==> src/rtl/lsu_exec_queue_pkg.sv <==
// Shared definitions for the load/store execution stage: opcode ids, widths,
// FSM state encodings and opcode decode helpers.
package lsu_exec_queue_pkg;

    localparam int unsigned DataWidth = 32;
    localparam int unsigned RobIdBus  = 4;
    localparam int unsigned OpIdBus   = 6;

    localparam logic True  = 1'b1;
    localparam logic False = 1'b0;

    typedef logic [OpIdBus-1:0] op_id_t;

    localparam op_id_t OpLb  = 6'd11;
    localparam op_id_t OpLh  = 6'd12;
    localparam op_id_t OpLw  = 6'd13;
    localparam op_id_t OpLbu = 6'd14;
    localparam op_id_t OpLhu = 6'd15;
    localparam op_id_t OpSb  = 6'd16;
    localparam op_id_t OpSh  = 6'd17;
    localparam op_id_t OpSw  = 6'd18;

    typedef enum logic [1:0] {
        StIdle  = 2'd0,
        StWait  = 2'd1,
        StDrain = 2'd2
    } lsu_state_e;

    function automatic logic op_is_load(input op_id_t op);
        case (op)
            OpLb, OpLh, OpLw, OpLbu, OpLhu: return True;
            default:                        return False;
        endcase
    endfunction

    function automatic logic op_is_store(input op_id_t op);
        case (op)
            OpSb, OpSh, OpSw: return True;
            default:          return False;
        endcase
    endfunction

    // Byte accesses can never be misaligned.
    function automatic logic op_misaligned(input op_id_t op, input logic [1:0] ea_lo);
        case (op)
            OpLh, OpLhu, OpSh: return ea_lo[0];
            OpLw, OpSw:        return ea_lo != 2'b00;
            default:           return False;
        endcase
    endfunction

endpackage

==> src/rtl/lsu_exec_queue_load_fifo.sv <==
// Circular FIFO holding pending loads; flush empties it in one cycle.
module lsu_load_fifo #(
    parameter int unsigned WIDTH = 8,
    parameter int unsigned DEPTH = 4
) (
    input  logic                         clk,
    input  logic                         rst,
    input  logic                         en,
    input  logic                         push,
    input  logic                         pop,
    input  logic                         flush,
    input  logic [WIDTH-1:0]             wdata,
    output logic [WIDTH-1:0]             rdata,
    output logic                         full,
    output logic                         empty,
    output logic [$clog2(DEPTH+1)-1:0]   count
);
    localparam int unsigned PtrW = $clog2(DEPTH);
    localparam int unsigned CntW = $clog2(DEPTH + 1);

    logic [WIDTH-1:0] mem_q [DEPTH];
    logic [PtrW-1:0]  wr_ptr_q, rd_ptr_q;
    logic [CntW-1:0]  count_q;
    logic             do_push, do_pop;

    always_comb begin
        full    = count_q == CntW'(DEPTH);
        empty   = count_q == '0;
        do_pop  = pop & !empty;
        // A push into a full queue is only legal when the head leaves this cycle.
        do_push = push & (!full | do_pop);
        rdata   = mem_q[rd_ptr_q];
        count   = count_q;
    end

    always_ff @(posedge clk or posedge rst) begin
        if (rst) begin
            wr_ptr_q <= '0;
            rd_ptr_q <= '0;
            count_q  <= '0;
        end else if (en) begin
            if (flush) begin
                wr_ptr_q <= '0;
                rd_ptr_q <= '0;
                count_q  <= '0;
            end else begin
                if (do_push) wr_ptr_q <= wr_ptr_q + 1'b1;
                if (do_pop)  rd_ptr_q <= rd_ptr_q + 1'b1;
                count_q <= count_q + CntW'(do_push) - CntW'(do_pop);
            end
        end
    end

    always_ff @(posedge clk) begin
        if (en && !flush && do_push) mem_q[wr_ptr_q] <= wdata;
    end

endmodule

==> src/rtl/lsu_exec_queue.sv <==
// Load/store execution stage: address generation, alignment check, in-order load
// queue with one outstanding MC load, single held store, result write to the ROB.
module lsu_exec_queue
    import lsu_exec_queue_pkg::*;
#(
    parameter int unsigned DATA_WIDTH   = DataWidth,
    parameter int unsigned ROB_ID_WIDTH = RobIdBus,
    parameter int unsigned OP_ID_WIDTH  = OpIdBus,
    parameter int unsigned LQ_DEPTH     = 4
) (
    input  logic                    clk,
    input  logic                    rst,
    input  logic                    rdy,
    input  logic                    lsb_valid,
    input  logic [OP_ID_WIDTH-1:0]  lsb_op_id,
    input  logic [DATA_WIDTH-1:0]   lsb_rs1,
    input  logic [DATA_WIDTH-1:0]   lsb_rs2,
    input  logic [DATA_WIDTH-1:0]   lsb_imm,
    input  logic [ROB_ID_WIDTH-1:0] lsb_rob_id,
    output logic                    lsb_ready,
    output logic                    rob_valid,
    output logic [ROB_ID_WIDTH-1:0] rob_rob_id,
    output logic [DATA_WIDTH-1:0]   rob_value,
    output logic [DATA_WIDTH-1:0]   rob_addr,
    output logic                    rob_misaligned,
    input  logic                    mc_msb_full,
    output logic                    mc_need_load,
    output logic [OP_ID_WIDTH-1:0]  mc_op_id,
    output logic [DATA_WIDTH-1:0]   mc_load_addr,
    input  logic                    mc_finish_load,
    input  logic [DATA_WIDTH-1:0]   mc_value,
    input  logic                    rob_roll_back
);
    localparam int unsigned EntryW = OP_ID_WIDTH + DATA_WIDTH + ROB_ID_WIDTH + 1;
    localparam int unsigned CntW   = $clog2(LQ_DEPTH + 1);

    lsu_state_e state_q, state_d;

    logic [DATA_WIDTH-1:0]   in_ea;
    logic                    in_is_load, in_is_store, in_mis;
    logic                    accept, st_new, st_direct, st_slot_go;

    logic [EntryW-1:0]       lq_wdata, lq_rdata;
    logic                    lq_full, lq_empty, lq_push, lq_pop, lq_flush;
    logic [CntW-1:0]         lq_count;
    logic [OP_ID_WIDTH-1:0]  head_op;
    logic [DATA_WIDTH-1:0]   head_addr;
    logic [ROB_ID_WIDTH-1:0] head_rob;
    logic                    head_mis;

    logic                    mc_req, ld_done, mis_pop, load_res;
    logic [DATA_WIDTH-1:0]   ld_data;

    logic                    st_busy_q, st_mis_q;
    logic [DATA_WIDTH-1:0]   st_value_q, st_addr_q;
    logic [ROB_ID_WIDTH-1:0] st_rob_q;

    logic                    res_valid, res_mis;
    logic [ROB_ID_WIDTH-1:0] res_rob;
    logic [DATA_WIDTH-1:0]   res_value, res_addr;

    logic                    rob_valid_q, rob_mis_q;
    logic [ROB_ID_WIDTH-1:0] rob_id_q;
    logic [DATA_WIDTH-1:0]   rob_value_q, rob_addr_q;

    always_comb begin
        in_ea       = lsb_rs1 + lsb_imm;
        in_is_load  = op_is_load(op_id_t'(lsb_op_id));
        in_is_store = op_is_store(op_id_t'(lsb_op_id));
        in_mis      = op_misaligned(op_id_t'(lsb_op_id), in_ea[1:0]);
        lsb_ready   = rdy & !lq_full & !st_busy_q;
        accept      = lsb_valid & lsb_ready & !rob_roll_back;
        st_new      = accept & in_is_store;
        lq_push     = accept & in_is_load;
        lq_wdata    = {lsb_op_id, in_ea, lsb_rob_id, in_mis};
    end

    assign {head_op, head_addr, head_rob, head_mis} = lq_rdata;

    lsu_load_fifo #(
        .WIDTH (EntryW),
        .DEPTH (LQ_DEPTH)
    ) u_load_fifo (
        .clk   (clk),
        .rst   (rst),
        .en    (rdy),
        .push  (lq_push),
        .pop   (lq_pop),
        .flush (lq_flush),
        .wdata (lq_wdata),
        .rdata (lq_rdata),
        .full  (lq_full),
        .empty (lq_empty),
        .count (lq_count)
    );

    always_comb begin
        state_d = state_q;
        mc_req  = 1'b0;
        ld_done = 1'b0;
        mis_pop = 1'b0;
        unique case (state_q)
            StIdle: begin
                if (!lq_empty) begin
                    if (head_mis) begin
                        mis_pop = 1'b1;
                    end else begin
                        mc_req  = 1'b1;
                        state_d = StWait;
                    end
                end
            end
            StWait: begin
                if (mc_finish_load) begin
                    ld_done = 1'b1;
                    state_d = StIdle;
                end
            end
            StDrain: begin
                if (mc_finish_load) state_d = StIdle;
            end
            default: state_d = StIdle;
        endcase
        if (rob_roll_back) begin
            mc_req  = 1'b0;
            ld_done = 1'b0;
            mis_pop = 1'b0;
            // A finish arriving with the rollback retires the outstanding load already.
            if ((state_q == StWait || state_q == StDrain) && !mc_finish_load) begin
                state_d = StDrain;
            end else begin
                state_d = StIdle;
            end
        end
        load_res = ld_done | mis_pop;
        lq_pop   = load_res;
        lq_flush = rob_roll_back;
    end

    always_comb begin
        ld_data = mc_value;
        case (op_id_t'(head_op))
            OpLb:    ld_data = {{(DATA_WIDTH-8){mc_value[7]}}, mc_value[7:0]};
            OpLbu:   ld_data = {{(DATA_WIDTH-8){1'b0}}, mc_value[7:0]};
            OpLh:    ld_data = {{(DATA_WIDTH-16){mc_value[15]}}, mc_value[15:0]};
            OpLhu:   ld_data = {{(DATA_WIDTH-16){1'b0}}, mc_value[15:0]};
            default: ld_data = mc_value;
        endcase
    end

    always_comb begin
        mc_need_load = rdy & mc_req;
        mc_op_id     = mc_need_load ? head_op : '0;
        mc_load_addr = mc_need_load ? head_addr : '0;
    end

    // Result port: load result first, then the held store, then a store straight from the LSB.
    always_comb begin
        res_valid  = 1'b0;
        res_mis    = 1'b0;
        res_rob    = '0;
        res_value  = '0;
        res_addr   = '0;
        st_slot_go = st_busy_q & (st_mis_q | !mc_msb_full) & !load_res;
        st_direct  = st_new & (in_mis | !mc_msb_full) & !load_res;
        if (load_res) begin
            res_valid = 1'b1;
            res_mis   = mis_pop;
            res_rob   = head_rob;
            res_value = ld_done ? ld_data : '0;
            res_addr  = head_addr;
        end else if (st_slot_go) begin
            res_valid = 1'b1;
            res_mis   = st_mis_q;
            res_rob   = st_rob_q;
            res_value = st_value_q;
            res_addr  = st_addr_q;
        end else if (st_direct) begin
            res_valid = 1'b1;
            res_mis   = in_mis;
            res_rob   = lsb_rob_id;
            res_value = lsb_rs2;
            res_addr  = in_ea;
        end
    end

    always_ff @(posedge clk or posedge rst) begin
        if (rst) begin
            state_q     <= StIdle;
            st_busy_q   <= 1'b0;
            st_mis_q    <= 1'b0;
            st_rob_q    <= '0;
            st_value_q  <= '0;
            st_addr_q   <= '0;
            rob_valid_q <= 1'b0;
            rob_mis_q   <= 1'b0;
            rob_id_q    <= '0;
            rob_value_q <= '0;
            rob_addr_q  <= '0;
        end else if (rdy) begin
            state_q <= state_d;
            if (rob_roll_back) begin
                st_busy_q   <= 1'b0;
                rob_valid_q <= 1'b0;
                rob_mis_q   <= 1'b0;
            end else begin
                rob_valid_q <= res_valid;
                rob_mis_q   <= res_valid & res_mis;
                if (res_valid) begin
                    rob_id_q    <= res_rob;
                    rob_value_q <= res_value;
                    rob_addr_q  <= res_addr;
                end
                if (st_slot_go) begin
                    st_busy_q <= 1'b0;
                end else if (st_new && !st_direct) begin
                    st_busy_q  <= 1'b1;
                    st_mis_q   <= in_mis;
                    st_rob_q   <= lsb_rob_id;
                    st_value_q <= lsb_rs2;
                    st_addr_q  <= in_ea;
                end
            end
        end
    end

    always_comb begin
        rob_valid      = rdy & rob_valid_q;
        rob_rob_id     = rob_id_q;
        rob_value      = rob_value_q;
        rob_addr       = rob_addr_q;
        rob_misaligned = rob_mis_q;
    end

    lq_count_consistent: assert property (@(posedge clk) disable iff (rst)
        lq_full == (lq_count == CntW'(LQ_DEPTH)));

endmodule

==> config.mk <==
export PLATFORM = sky130hd
export DESIGN_NAME = lsu_exec_queue
export DESIGN_NICKNAME = d
export VERILOG_FILES = /design/src/rtl/lsu_exec_queue_pkg.sv /design/src/rtl/lsu_exec_queue_load_fifo.sv /design/src/rtl/lsu_exec_queue.sv
export SDC_FILE = /design/constraint.sdc
export NUM_CORES = 1
export LEC_CHECK = 0
export CORE_MARGIN = 3
export CORE_UTILIZATION = 35
export CTS_CLUSTER_DIAMETER = 30
export CTS_CLUSTER_SIZE = 8
export DETAILED_ROUTE_END_ITERATION = 16
export GPL_ROUTABILITY_DRIVEN = 0
export PLACE_DENSITY = 0.69
export SETUP_SLACK_MARGIN = 0.2
export SLEW_MARGIN = 0
export SYNTH_ARGS = -nofsm -noshare
export SYNTH_HDL_FRONTEND = slang
export SYNTH_SLANG_ARGS = --single-unit
==> constraint.sdc <==
create_clock -name clk -period 4.1 [get_ports clk]
set_input_delay 0.41 -clock clk [delete_from_list [all_inputs] [get_ports clk]]
set_output_delay 0.41 -clock clk [all_outputs]
set_load 0.02 [all_outputs]
==> results.txt, run 1 <==
The implementation run finished. Power in sequential cells landed at 3.74 mW. Internal power of the cells landed at 7.742 mW. In this run the clock root is driven by a sky130_fd_sc_hd__clkbuf_16. u_load_fifo.mem_q holds more flip-flops than any other register.

The slowest stage of the critical path is the sky130_fd_sc_hd__clkdlybuf4s50_1 cell. Nets still carrying antenna violations after routing amount to 0. The share of total power dissipated in combinational logic is 0.124.

After floorplanning, the die was sized to cover 46180 um2. Simple logic cell fraction of the synthesized area landed at 0.1334. Per the cell usage report, the commonest logic cell in the layout is sky130_fd_sc_hd__nand2_1. For reference, the top cells by count after synthesis are sky130_fd_sc_hd__nand2_1, sky130_fd_sc_hd__edfxtp_1, sky130_fd_sc_hd__dfrtp_1, sky130_fd_sc_hd__o21ai_0, sky130_fd_sc_hd__nor2_1. Setup repair after global routing left no endpoint under its margin. Cell depth of the worst setup path landed at 5. Clock group share of total power landed at 0.511. Measured along the x axis, the die boundary spans 214.9 um. Combinational power for this build is around 1.3 mW.

Summed over all instances, the cell type with the most area after synthesis is sky130_fd_sc_hd__edfxtp_1. Detailed-route iteration 0 reported a violation count of 1258. In the post-synthesis netlist, the biggest area contributors are sky130_fd_sc_hd__edfxtp_1, sky130_fd_sc_hd__dfrtp_1, sky130_fd_sc_hd__nand2_1, sky130_fd_sc_hd__mux4_2, sky130_fd_sc_hd__ha_1. Height of the die landed at about 210 um. After detailed routing, the number of remaining DRC violations is 0.

Compared with the post-synthesis result, the final layout area differs by 36.54%. TritonCTS built the clock tree. Post-CTS setup-driven buffer insertion count landed at 0. In this run the worst setup path begins at u_load_fifo.rd_ptr_q[0]. The power report attributes to the sequential group a share of 0.365. The most common cell in the synthesized netlist is sky130_fd_sc_hd__nand2_1. Core outline area landed at 42510 um2.

Layout cell share with drive strength beyond 1 landed at 0.1335. Number of enable flip-flop cells landed at 172. TritonCTS created 67 clock buffers. Dividing the synthesized area by the synthesized cell count gives 11.70 um2.

The number of cells reported by Yosys stat comes to between 1000 and 1500. Per the synthesis report, the number of distinct cell types is ~79. I/O pin count landed at ~260. In this design, the largest share of critical-path delay is due to buffers and inverters. The clock arrives with around 22 ps of skew. The analysis attributes to net switching a power of around 2.5 mW. Grouping non-sequential cells by family puts the most area in AND-OR/OR-AND gates. Looking at the reg2reg group, the worst path starts from u_load_fifo.rd_ptr_q[0]. The library cells used most frequently in the layout, excluding fill and tap cells, are sky130_fd_sc_hd__nand2_1, sky130_fd_sc_hd__clkdlybuf4s50_1, sky130_fd_sc_hd__edfxtp_1.

Via density per instance landed at 5.250. Number of global-route vias before repair landed at 11790. After synthesis the cells add up to 15270 um2. For this run, the post-layout net count is 1774.

Pin count of the biggest net entering global routing landed at 89. Post-placement cell count landed at 2096. Sum of negative setup slack landed at 0 ps.

Longest individual stage delay on the worst path landed at roughly 640 ps. Number of filler cells placed in the layout landed at 3767. Static leakage landed at 8.152 nW. Arrival time at the worst endpoint landed at about 3300 ps. Power comes to 10.25 mW. Number of pins with negative max-slew slack in the final report landed at 0. In the power breakdown, the biggest contributor is the clock network. Post-synth the commonest register cell is sky130_fd_sc_hd__edfxtp_1. The final timing report counts setup violations totalling 0.

STA classifies the critical path startpoint as a flop. Summed over the clock group, the power is ~5.2 mW. The flow ran to the end, and the final reports show no timing, DRC or antenna violations.

Number of hold-repair buffers added at the cts stage landed at 0. The number of antenna violations at the first check in global routing came to 0. Traced cell by cell, the critical path runs through mux4_2, nor4_4, buf_6, and2_1, clkdlybuf4s50_1. Maximum fanout along the worst path landed at 33. For this run the aggregate overflow at the end of global routing stands at 0.

The worst setup path is captured at an output port. The register with the most flip-flops in the layout has 172 of them. Total power per unit cell area landed at 491.4 nW/um2. The clock tree synthesis step divided the H-tree into 3 levels. The tightest hold path in the finished design has a slack of between 400 and 500 ps. Standard cell area after detailed placement landed at 18620 um2. Worst slack after detailed placement landed at around 230 ps. Together, buffers and inverters on the worst path number 2. Worst supply voltage drop on vdd landed at between 0.0002 and 0.0003 V. Maximum buffer depth of the clock tree landed at 3.
[run 1: layer usage]
layer,vias to the layer above,routed length (um),global-route usage,share of wire
li1,5350,-,-,-
met1,5689,19250,0.2592,0.43
met4,0,784,0.05921,0.018
met2,542,21130,0.3091,0.47
met3,63,3560,0.03729,0.080
met5,-,0,0,0
[run 1: cell type report]
cell class / instances / area (um2) / share of cell area
Tap cell: 577 / 721.9 / 0.03462
Multi-Input combinational cell: 874 / 5941 / 0.2848
Clock inverter: 26 / 281.5 / 0.01350
Sequential cell: 321 / 8899 / 0.4267
Timing Repair Buffer: 290 / 2942 / 0.1410
Clock buffer: 96 / 1941 / 0.09305
Inverter: 34 / 131.4 / 0.006299
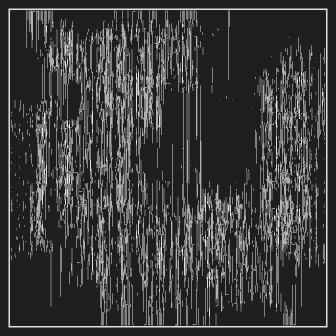
(run_1/met2.png)
share of all routed wire: 47%
main direction: vertical

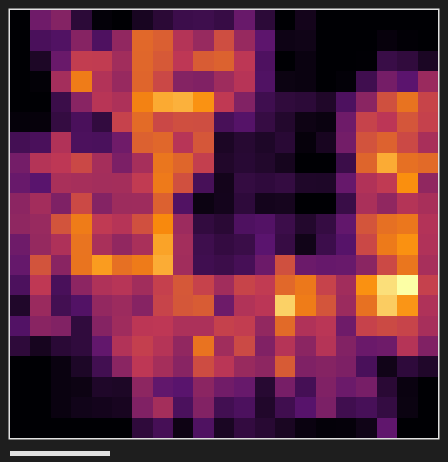
(run_1/wire_density.png)
The bar under the picture is 50 um long. The die is cut into 21 by 21 equal tiles; black is low, pale yellow is high, scaled to the fullest tile. Values are wire area over tile area, all layers added.
mean over tiles: 0.16
nearly empty tiles: 12%
fullest tile: 0.49
tiles over half the peak: 24%
total wire length: 44720 um
post-detailed-route wirelength per cell: 20.16 um
combined global-route utilization of all metal layers: 0.1904
DR vias: 11640

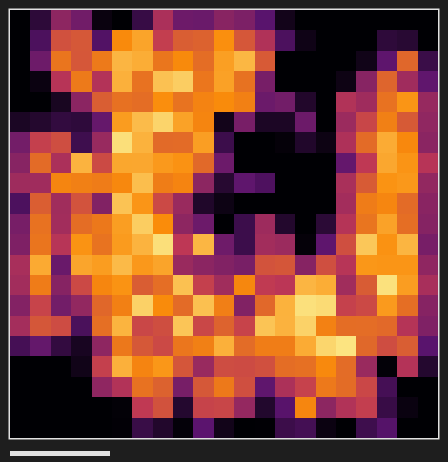
(run_1/density.png)
The bar under the picture is 50 um long. The die is cut into 21 by 21 equal tiles; black is low, pale yellow is high, 0 to 100% covered.
emptiest ninth of the die: top right
tiles over 75% full: 17%
densest ninth of the die: left middle
mean over tiles: 44%
nearly empty tiles: 17%
final cell utilization of the core: 0.4906
starting density of the core: 0.3593

==> run_1/met1.png <==
The bar under the picture is 50 um long.
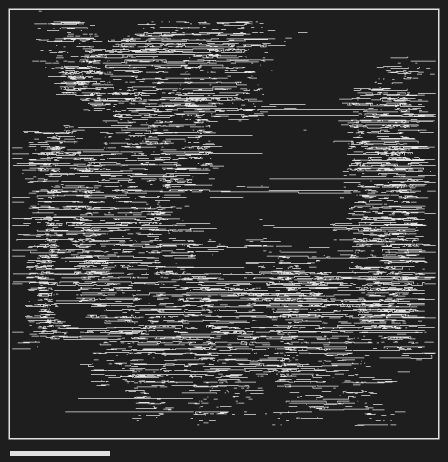

--- run 2 (diff from run 1) ---
--- a/config.mk
+++ b/config.mk
@@ -10,8 +10,10 @@
 export CTS_CLUSTER_DIAMETER = 30
 export CTS_CLUSTER_SIZE = 8
 export DETAILED_ROUTE_END_ITERATION = 16
+export DONT_BUFFER_PORTS = 1
 export GPL_ROUTABILITY_DRIVEN = 0
-export PLACE_DENSITY = 0.69
+export MAX_ROUTING_LAYER = met4
+export PLACE_DENSITY = 0.61
 export SETUP_SLACK_MARGIN = 0.2
 export SLEW_MARGIN = 0
 export SYNTH_ARGS = -nofsm -noshare
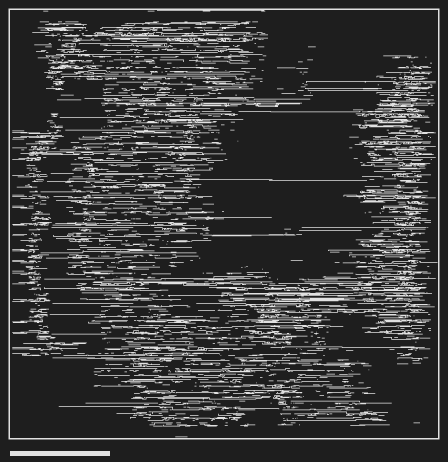
(run_2/met1.png)
The bar under the picture is 50 um long.
nets with wire on the layer: 1478
main direction: horizontal

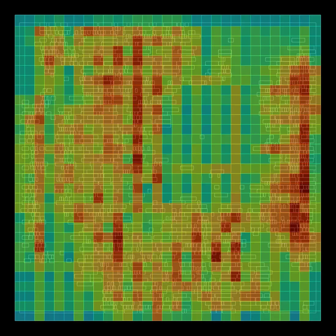
(run_2/final_congestion.png)
layer carrying the most global-route usage: met2
met3 Use GR: 0.05537
fraction of met1 tracks used by global routing: 0.2347
combined global-route utilization of all metal layers: 0.1930

==> results.txt, run 2 <==
The implementation run finished. The worst supply voltage drop on vdd came to 0.0002784 V (was 0.0002571 V). The highest-delay cell along the critical path is sky130_fd_sc_hd__a21o_4 (was sky130_fd_sc_hd__clkdlybuf4s50_1). The area-dominant cell class after layout is sequential cells (unchanged). Cell depth of the worst setup path landed at 6 (was 5). Number of clock-tree buffers in the layout landed at 91 (was 96). The die outline width came to 214.9 um (unchanged). The number of nets in the layout came to 1557 (was 1774). The longest individual stage delay on the worst path is 840 ps (was 640 ps). Fraction of area in registers landed at 0.4777 (was 0.4267). Worst clock skew on the final layout landed at 24.29 ps (was 21.91 ps). The worst slack after detailed placement came to 533.4 ps (was 229.2 ps). The CTS root buffer is sky130_fd_sc_hd__clkbuf_16 (unchanged). The source of the critical timing path is u_load_fifo.rd_ptr_q[0] (unchanged).

Final routed DRC violation total landed at 0 (unchanged). The post-synthesis cell count from yosys came to 1305 (unchanged). Cell Chain, Critical Path: mux4_2, nor4b_2, nor2_4, buf_4, a21o_4, o21ai_0 (was mux4_2, nor4_4, buf_6, and2_1, clkdlybuf4s50_1). Number of global-route vias before repair landed at 11190 (was 11790). The post-route antenna net violation count was 0 (unchanged). Area contributors post-synth: sky130_fd_sc_hd__edfxtp_1, sky130_fd_sc_hd__dfrtp_1, sky130_fd_sc_hd__nand2_1, sky130_fd_sc_hd__mux4_2, sky130_fd_sc_hd__ha_1 (unchanged). Number of multi-input combinational cells in the layout landed at 874 (unchanged).

Hold slack landed at 35.57 ps (was 419.5 ps). The cell type with the highest aggregate area in the netlist is sky130_fd_sc_hd__edfxtp_1 (unchanged). Number of filler cells placed in the layout landed at 3920 (was 3767). The number of buffers created by CTS was 70 (was 67).

Layout cell share with drive strength beyond 1 landed at 0.1501 (was 0.1335). Combinational share of cell area landed at 0.3184 (was 0.2848). Number of pins with negative max-slew slack in the final report landed at 0 (unchanged). The start of the worst register-to-register path is u_load_fifo.rd_ptr_q[0] (unchanged). I/O pin count landed at 255 (unchanged).

The synthesized cell area is 15270 um2 (unchanged). Total via count after detailed routing landed at 10740 (was 11640). Synthesized area divided by synthesized cell count landed at 11.70 um2 (unchanged).

Most frequent cells in the layout: sky130_fd_sc_hd__nand2_1, sky130_fd_sc_hd__edfxtp_1, sky130_fd_sc_hd__dfrtp_1 (was sky130_fd_sc_hd__nand2_1, sky130_fd_sc_hd__clkdlybuf4s50_1, sky130_fd_sc_hd__edfxtp_1). The most used standard cell by instance count after synthesis is sky130_fd_sc_hd__nand2_1 (unchanged). The relative area of clock buffers and inverters in the final design is 0.1224 (was 0.1065). The element type at the critical path start is a flop (unchanged). The total die area came to 46180 um2 (unchanged). Pin count of the biggest net entering global routing landed at 150 (was 89).

The count of routing violations after the opening detailed-route iteration was 1030 (was 1258). Total number of sequential cells landed at 321 (unchanged). The maximum buffer depth of the clock tree came to 3 (unchanged). Run status: complete, no violations (unchanged). The length of routed wiring on met1 was 18370 um (was 19250 um).

The layout buffering overhead excluding clock cells is 0.03573 (was 0.1410). The kind of cell adding the most delay to the critical path was AND-OR/OR-AND gates (was buffers and inverters). Core outline area landed at 42510 um2 (unchanged).

The number of antenna violations at the first check in global routing came to 0 (unchanged). Number of distinct standard cells referenced by the synthesized netlist landed at 79 (unchanged). Number of enable flip-flop cells landed at 172 (unchanged).

Total congestion overflow landed at 0 (unchanged). Sum of routed wire length over all layers landed at 43470 um (was 44720 um). The clock tree from TritonCTS is built (unchanged). The most frequently used flop master after synthesis was sky130_fd_sc_hd__edfxtp_1 (unchanged).

Amount of wire on met3 after detailed routing landed at 3535 um (was 3560 um). The sum of internal, switching and leakage power came to 10.07 mW (was 10.25 mW). The effective utilization at floorplan is 0.3593 (unchanged). The top layer reached by signal wires is met4 (unchanged).

The tap cell instance count was 577 (unchanged). Height of the die landed at 214.9 um (unchanged). Maximum fanout along the worst path landed at 79 (was 33).

Sum of negative setup slack landed at 0 ps (unchanged). The count of non-CTS buffers in the layout is 70 (was 290). The endpoint kind of the worst setup timing path is a flop (was output port). Standard cell area after detailed placement landed at 15890 um2 (was 18620 um2). Buffering stage count on the worst path with inverters included landed at 1 (was 2).
==> run 2: cell counts after synthesis <==
No cell type changed its count.
==> run 2: where the power goes <==
part / internal [mW] / switching, mW
clock network: 3.54 / 1.78
logic: 0.360 / 0.545
registers: 3.62 / 0.222
==> run 2: cell families after synthesis <==
| kind of cell | count (synthesis) | share of synthesized area |
|---|---|---|
| adder cells (fa/ha/maj) | 41 | 0.03457 |
| XOR/XNOR | 32 | 0.01835 |
| multiplexers | 45 | 0.06479 |
| AND-OR/OR-AND | 297 | 0.1340 |
| flip-flops | 321 | 0.5822 |
| AND/OR/NAND/NOR | 459 | 0.1334 |
| buffers and inverters | 110 | 0.03268 |
==> run 2: timing repair <==
item / CTS / global route
buffers inserted: 0 / 0
hold buffers: 46 / 0
endpoints found under the hold margin: 89 / 0
Power and IR drop assume default switching activity.
